==> config.mk <==
export PLATFORM = sky130hd
export DESIGN_NAME = serializador_morse
export DESIGN_NICKNAME = d
export VERILOG_FILES = /design/src/rtl/morse_pkg.sv /design/src/rtl/serializador_morse_fila_digitos.sv /design/src/rtl/serializador_morse.sv
export SDC_FILE = /design/constraint.sdc
export NUM_CORES = 1
export LEC_CHECK = 0
export CORE_ASPECT_RATIO = 1.4
export CORE_MARGIN = 8
export CORE_UTILIZATION = 30
export DETAILED_ROUTE_END_ITERATION = 16
export PLACE_DENSITY = 0.45
export SETUP_SLACK_MARGIN = 0.2
export SYNTH_ARGS = -nofsm -noshare
export SYNTH_HDL_FRONTEND = slang
export SYNTH_SLANG_ARGS = --single-unit
export TNS_END_PERCENT = 100
==> constraint.sdc <==
create_clock -name clk -period 3.51 [get_ports clk]
set_input_delay 1.053 -clock clk [delete_from_list [all_inputs] [get_ports clk]]
set_output_delay 1.053 -clock clk [all_outputs]
set_load 0.05 [all_outputs]
==> src/rtl/morse_pkg.sv <==
// Shared FSM state type, Morse timing constants and the digit-to-code table.
package morse_pkg;

  typedef enum logic [1:0] {
    OCIOSO     = 2'd0,
    SIMBOLO    = 2'd1,
    PAUSA_SIMB = 2'd2,
    PAUSA_DIG  = 2'd3
  } estado_t;

  // Result of a table lookup: 5-bit code (MSB sent first, 1 = dash) plus
  // a flag for inputs that are not BCD digits.
  typedef struct packed {
    logic       invalido;
    logic [4:0] codigo;
  } consulta_t;

  localparam int DUR_PONTO      = 1;
  localparam int DUR_TRACO      = 3;
  localparam int DUR_PAUSA_SIMB = 1;

  function automatic logic digito_valido(input logic [3:0] d);
    return (d <= 4'd9);
  endfunction

  function automatic consulta_t codigo_morse(input logic [3:0] d);
    consulta_t r;
    r.invalido = !digito_valido(d);
    case (d)
      4'd0:    r.codigo = 5'b11111;
      4'd1:    r.codigo = 5'b01111;
      4'd2:    r.codigo = 5'b00111;
      4'd3:    r.codigo = 5'b00011;
      4'd4:    r.codigo = 5'b00001;
      4'd5:    r.codigo = 5'b00000;
      4'd6:    r.codigo = 5'b10000;
      4'd7:    r.codigo = 5'b11000;
      4'd8:    r.codigo = 5'b11100;
      4'd9:    r.codigo = 5'b11110;
      default: r.codigo = 5'b00000;
    endcase
    return r;
  endfunction

endpackage

==> src/rtl/serializador_morse_fila_digitos.sv <==
// Small synchronous FIFO of 4-bit digits with show-ahead read data.
module fila_digitos
  import morse_pkg::*;
#(
  parameter int PROFUNDIDADE = 4
) (
  input  logic                                  clk,
  input  logic                                  reset,
  input  logic                                  push,
  input  logic                                  pop,
  input  logic [3:0]                            dado_in,
  output logic [3:0]                            dado_out,
  output logic                                  cheio,
  output logic                                  vazio,
  output logic [$clog2(PROFUNDIDADE+1)-1:0]     count
);

  localparam int PW = $clog2(PROFUNDIDADE);
  localparam int NW = $clog2(PROFUNDIDADE + 1);

  logic [3:0]    mem [PROFUNDIDADE];
  logic [PW-1:0] wr_ptr;
  logic [PW-1:0] rd_ptr;
  logic          do_push;
  logic          do_pop;

  assign cheio    = (count == NW'(PROFUNDIDADE));
  assign vazio    = (count == '0);
  assign do_push  = push && !cheio;
  assign do_pop   = pop && !vazio;
  assign dado_out = mem[rd_ptr];

  // Storage array; contents are don't-care while the matching slot is empty.
  always_ff @(posedge clk) begin
    if (do_push) begin
      mem[wr_ptr] <= dado_in;
    end
  end

  // Pointers wrap naturally because the depth is a power of two.
  always_ff @(posedge clk or posedge reset) begin
    if (reset) begin
      wr_ptr <= '0;
      rd_ptr <= '0;
      count  <= '0;
    end else begin
      if (do_push) begin
        wr_ptr <= wr_ptr + 1'b1;
      end
      if (do_pop) begin
        rd_ptr <= rd_ptr + 1'b1;
      end
      case ({do_push, do_pop})
        2'b10:   count <= count + 1'b1;
        2'b01:   count <= count - 1'b1;
        default: count <= count;
      endcase
    end
  end

endmodule

==> src/rtl/serializador_morse.sv <==
// Queues BCD digits and keys them out as Morse on a single line.
module serializador_morse
  import morse_pkg::*;
#(
  parameter int UNIDADE      = 4,
  parameter int PROFUNDIDADE = 4,
  parameter int GAP_DIGITO   = 3
) (
  input  logic       clk,
  input  logic       reset,
  input  logic       ready,
  input  logic [3:0] digito,
  output logic       aceito,
  output logic       erro,
  output logic       cheio,
  output logic       ocupado,
  output logic       linha,
  output logic [4:0] s1
);

  localparam int CW = $clog2(3 * UNIDADE + 1);
  localparam int GW = $clog2(GAP_DIGITO + 1);
  localparam int NW = $clog2(PROFUNDIDADE + 1);

  // Counter reload values hold "cycles minus one" so expiry is at zero.
  localparam logic [CW-1:0] CICLOS_PONTO   = CW'(DUR_PONTO * UNIDADE - 1);
  localparam logic [CW-1:0] CICLOS_TRACO   = CW'(DUR_TRACO * UNIDADE - 1);
  localparam logic [CW-1:0] CICLOS_PAUSA   = CW'(DUR_PAUSA_SIMB * UNIDADE - 1);
  localparam logic [CW-1:0] CICLOS_UNIDADE = CW'(UNIDADE - 1);
  localparam logic [GW-1:0] GAP_INICIAL    = GW'(GAP_DIGITO - 1);

  estado_t       estado;
  estado_t       estado_prox;
  logic [CW-1:0] contador;
  logic [CW-1:0] contador_prox;
  logic [GW-1:0] unidades_gap;
  logic [GW-1:0] unidades_gap_prox;
  logic [2:0]    indice;
  logic [2:0]    indice_prox;
  logic [4:0]    deslocamento;
  logic [4:0]    deslocamento_prox;
  logic [4:0]    s1_prox;

  logic          escrita_ok;
  logic          pop;
  logic          vazio;
  logic [3:0]    dado_fila;
  logic [NW-1:0] nivel_fila;
  consulta_t     consulta_saida;

  assign escrita_ok     = ready && !cheio && digito_valido(digito);
  assign consulta_saida = codigo_morse(dado_fila);
  assign ocupado        = (estado != OCIOSO) || (nivel_fila != '0);

  fila_digitos #(
    .PROFUNDIDADE(PROFUNDIDADE)
  ) u_fila (
    .clk      (clk),
    .reset    (reset),
    .push     (escrita_ok),
    .pop      (pop),
    .dado_in  (digito),
    .dado_out (dado_fila),
    .cheio    (cheio),
    .vazio    (vazio),
    .count    (nivel_fila)
  );

  // Write handshake: one-cycle acknowledge or drop pulse per request.
  always_ff @(posedge clk or posedge reset) begin
    if (reset) begin
      aceito <= 1'b0;
      erro   <= 1'b0;
    end else begin
      aceito <= escrita_ok;
      erro   <= ready && !escrita_ok;
    end
  end

  // Keying state, timers and the registered line/code outputs.
  always_ff @(posedge clk or posedge reset) begin
    if (reset) begin
      estado       <= OCIOSO;
      contador     <= '0;
      unidades_gap <= '0;
      indice       <= '0;
      deslocamento <= '0;
      s1           <= '0;
      linha        <= 1'b0;
    end else begin
      estado       <= estado_prox;
      contador     <= contador_prox;
      unidades_gap <= unidades_gap_prox;
      indice       <= indice_prox;
      deslocamento <= deslocamento_prox;
      s1           <= s1_prox;
      linha        <= (estado_prox == SIMBOLO);
    end
  end

  // Next-state logic; deslocamento[4] is always the symbol being keyed.
  always_comb begin
    estado_prox       = estado;
    contador_prox     = contador;
    unidades_gap_prox = unidades_gap;
    indice_prox       = indice;
    deslocamento_prox = deslocamento;
    s1_prox           = s1;
    pop               = 1'b0;
    case (estado)
      OCIOSO: begin
        if (!vazio) begin
          pop = 1'b1;
          if (!consulta_saida.invalido) begin
            deslocamento_prox = consulta_saida.codigo;
            s1_prox           = consulta_saida.codigo;
            indice_prox       = 3'd4;
            contador_prox     = consulta_saida.codigo[4] ? CICLOS_TRACO : CICLOS_PONTO;
            estado_prox       = SIMBOLO;
          end
        end
      end
      SIMBOLO: begin
        if (contador == '0) begin
          if (indice != 3'd0) begin
            contador_prox = CICLOS_PAUSA;
            estado_prox   = PAUSA_SIMB;
          end else begin
            contador_prox     = CICLOS_UNIDADE;
            unidades_gap_prox = GAP_INICIAL;
            estado_prox       = PAUSA_DIG;
          end
        end else begin
          contador_prox = contador - 1'b1;
        end
      end
      PAUSA_SIMB: begin
        if (contador == '0) begin
          indice_prox       = indice - 1'b1;
          deslocamento_prox = {deslocamento[3:0], 1'b0};
          contador_prox     = deslocamento[3] ? CICLOS_TRACO : CICLOS_PONTO;
          estado_prox       = SIMBOLO;
        end else begin
          contador_prox = contador - 1'b1;
        end
      end
      PAUSA_DIG: begin
        if (contador == '0) begin
          if (unidades_gap == '0) begin
            s1_prox     = '0;
            estado_prox = OCIOSO;
          end else begin
            unidades_gap_prox = unidades_gap - 1'b1;
            contador_prox     = CICLOS_UNIDADE;
          end
        end else begin
          contador_prox = contador - 1'b1;
        end
      end
      default: begin
        estado_prox = OCIOSO;
      end
    endcase
  end

endmodule

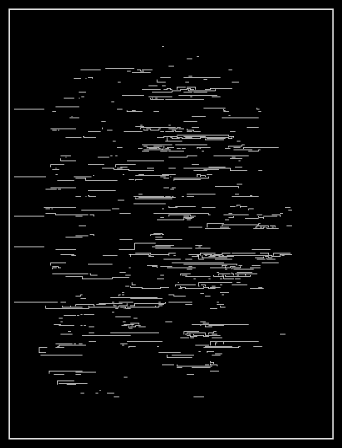
layer_met1.png
The layer holds 40% of the routed length. The wires run mostly horizontal. The layer carries 1790 µm of wire. The longest straight run is 15.6 µm. 206 nets have wire on it.

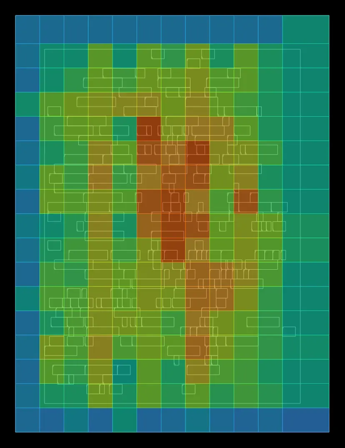
congestion.png
met1 usage in global routing: 10.76%
Most Crowded Layer GR: met2

==> impl_results.html <==
<h3>Flow metrics</h3>
<table>
<tr><th>Metric</th><th>Value</th></tr>
<tr><th colspan="2">Routing</th></tr>
<tr><td>Via count</td><td>1461</td></tr>
<tr><td>Number of DRC violations after detailed routing</td><td>0</td></tr>
<tr><th colspan="2">Timing</th></tr>
<tr><td>Slew margin rel.</td><td>60.54%</td></tr>
<tr><td>Hold Slack</td><td>491.4 ps</td></tr>
<tr><td>Total count of max-transition violations in the final report</td><td>0</td></tr>
<tr><td>Hold violation count in the final report</td><td>0</td></tr>
<tr><th colspan="2">Clock network</th></tr>
<tr><td>Max Buffers Root-to-Sink</td><td>2</td></tr>
<tr><td>Clock transition time at the flip-flop clock pins of the worst setup and hold paths</td><td>90 ps</td></tr>
<tr><th colspan="2">Placement</th></tr>
<tr><td>Cell area after placement</td><td>2531 µm²</td></tr>
<tr><th colspan="2">Floorplan</th></tr>
<tr><td>Floorplan core area</td><td>7315 µm²</td></tr>
<tr><td>Area enclosed by the die boundary</td><td>10560 µm²</td></tr>
<tr><th colspan="2">Synth</th></tr>
<tr><td>Mux contribution to synthesized area</td><td>5.958%</td></tr>
<tr><td>Tally of unique sky130hd cells used after synthesis</td><td>49</td></tr>
<tr><td>Mapped Nets</td><td>207</td></tr>
<tr><th colspan="2">Worst setup path</th></tr>
<tr><td>Worst Setup End Kind</td><td>primary output</td></tr>
<tr><td>Setup CP Type</td><td>register to primary output</td></tr>
<tr><td>Required time reported for the critical path endpoint</td><td>2460 ps</td></tr>
<tr><th colspan="2">Status</th></tr>
<tr><td>Run status</td><td>finished, final reports clean</td></tr>
<tr><th colspan="2">Worst hold path</th></tr>
<tr><td>Path type of the worst min-delay path</td><td>register to register</td></tr>
<tr><th colspan="2">Job</th></tr>
<tr><td>Tally of OpenROAD warnings</td><td>31</td></tr>
<tr><th colspan="2">Global route</th></tr>
<tr><td>Global-route wire length before repair</td><td>7907 µm</td></tr>
</table>
[logic make-up after synthesis]
family	Yosys count
XOR/XNOR	7
adder cells (fa/ha/maj)	11
flip-flops	46
multiplexers	8
AND/OR/NAND/NOR	56
AND-OR/OR-AND	40
buffers and inverters	21
[placed cells by master, fill, tap and decap left out, types with 2 or more instances in the layout]
cell	count
sky130_fd_sc_hd__o22ai_1	3
sky130_fd_sc_hd__clkdlybuf4s50_1	16
sky130_fd_sc_hd__buf_4	4
sky130_fd_sc_hd__o21a_1	2
sky130_fd_sc_hd__clkbuf_8	5
sky130_fd_sc_hd__o2bb2ai_1	2
sky130_fd_sc_hd__dfrtp_1	30
sky130_fd_sc_hd__mux2_2	3
sky130_fd_sc_hd__and2_1	4
sky130_fd_sc_hd__xnor2_1	4
sky130_fd_sc_hd__ha_1	10
sky130_fd_sc_hd__nand2_1	14
sky130_fd_sc_hd__nor3b_1	6
sky130_fd_sc_hd__o31ai_1	2
sky130_fd_sc_hd__a21oi_1	5
sky130_fd_sc_hd__a221oi_1	2
sky130_fd_sc_hd__or3_1	2
sky130_fd_sc_hd__nand3_1	2
sky130_fd_sc_hd__a21o_1	4
sky130_fd_sc_hd__nand2b_1	3
sky130_fd_sc_hd__inv_1	16
sky130_fd_sc_hd__a211o_1	2
sky130_fd_sc_hd__mux4_2	4
sky130_fd_sc_hd__o21ai_0	9
sky130_fd_sc_hd__edfxtp_1	16
sky130_fd_sc_hd__xor2_1	3
sky130_fd_sc_hd__nor2b_1	3
sky130_fd_sc_hd__nor3_1	2
sky130_fd_sc_hd__nor2_1	10
sky130_fd_sc_hd__a32o_1	2
[power by group]
part | switching [mW] | leakage (nW) | total [mW] | internal, mW
combinational | 0.618 | 0.520 | 1.08 | 0.462
clock | 0.196 | 0.0447 | 0.340 | 0.144
sequential | 0.139 | 0.510 | 0.873 | 0.733
[critical path, delay by kind of cell, from the launching register on]
family | cells | cell delay, ps
and+or+nand+nor | 2 | 500
DFF | 1 | 470
buffers and inverters | 1 | 720
[metrics by stage]
step	worst slack [ps]	std cells	util (%)
6_report	461.8	309	35.89
5_1_grt	360.9	309	35.89
4_1_cts	438.7	309	35.89
3_5_place_dp	513.5	301	34.60
3_3_place_gp	548.0	301	34.60
2_1_floorplan	1000	189	-
[path summary, 6_finish.rpt]
path | end | depth (start not counted)
setup / recovery | ocupado | 3
hold / removal | s1[0] | 1
setup reg to reg | deslocamento[3] | 4
hold reg to reg | s1[0] | 1
max in group asynchronous | deslocamento[0] | 3
min in group asynchronous | aceito | 3
[flip-flops by register name, summed over array words and instances, names as in the netlist, 2 cells and up]
register       count
u_fila.wr_ptr      2
deslocamento       4
unidades_gap       2
u_fila.rd_ptr      2
u_fila.mem        16
indice             3
s1                 5
contador           4
estado             2
u_fila.count       3
[area by class of cell]
class                   count  area [µm²]
fillers                   776        4690
flip-flops and latches     46        1231
multi-input cells         122       928.4
repair buffers             20       190.2
well taps                  97       121.4
clock buffers               5       68.82
inverters                  16       60.06
clock inverters             3       25.02
Power is estimated from default activity; no workload was simulated.
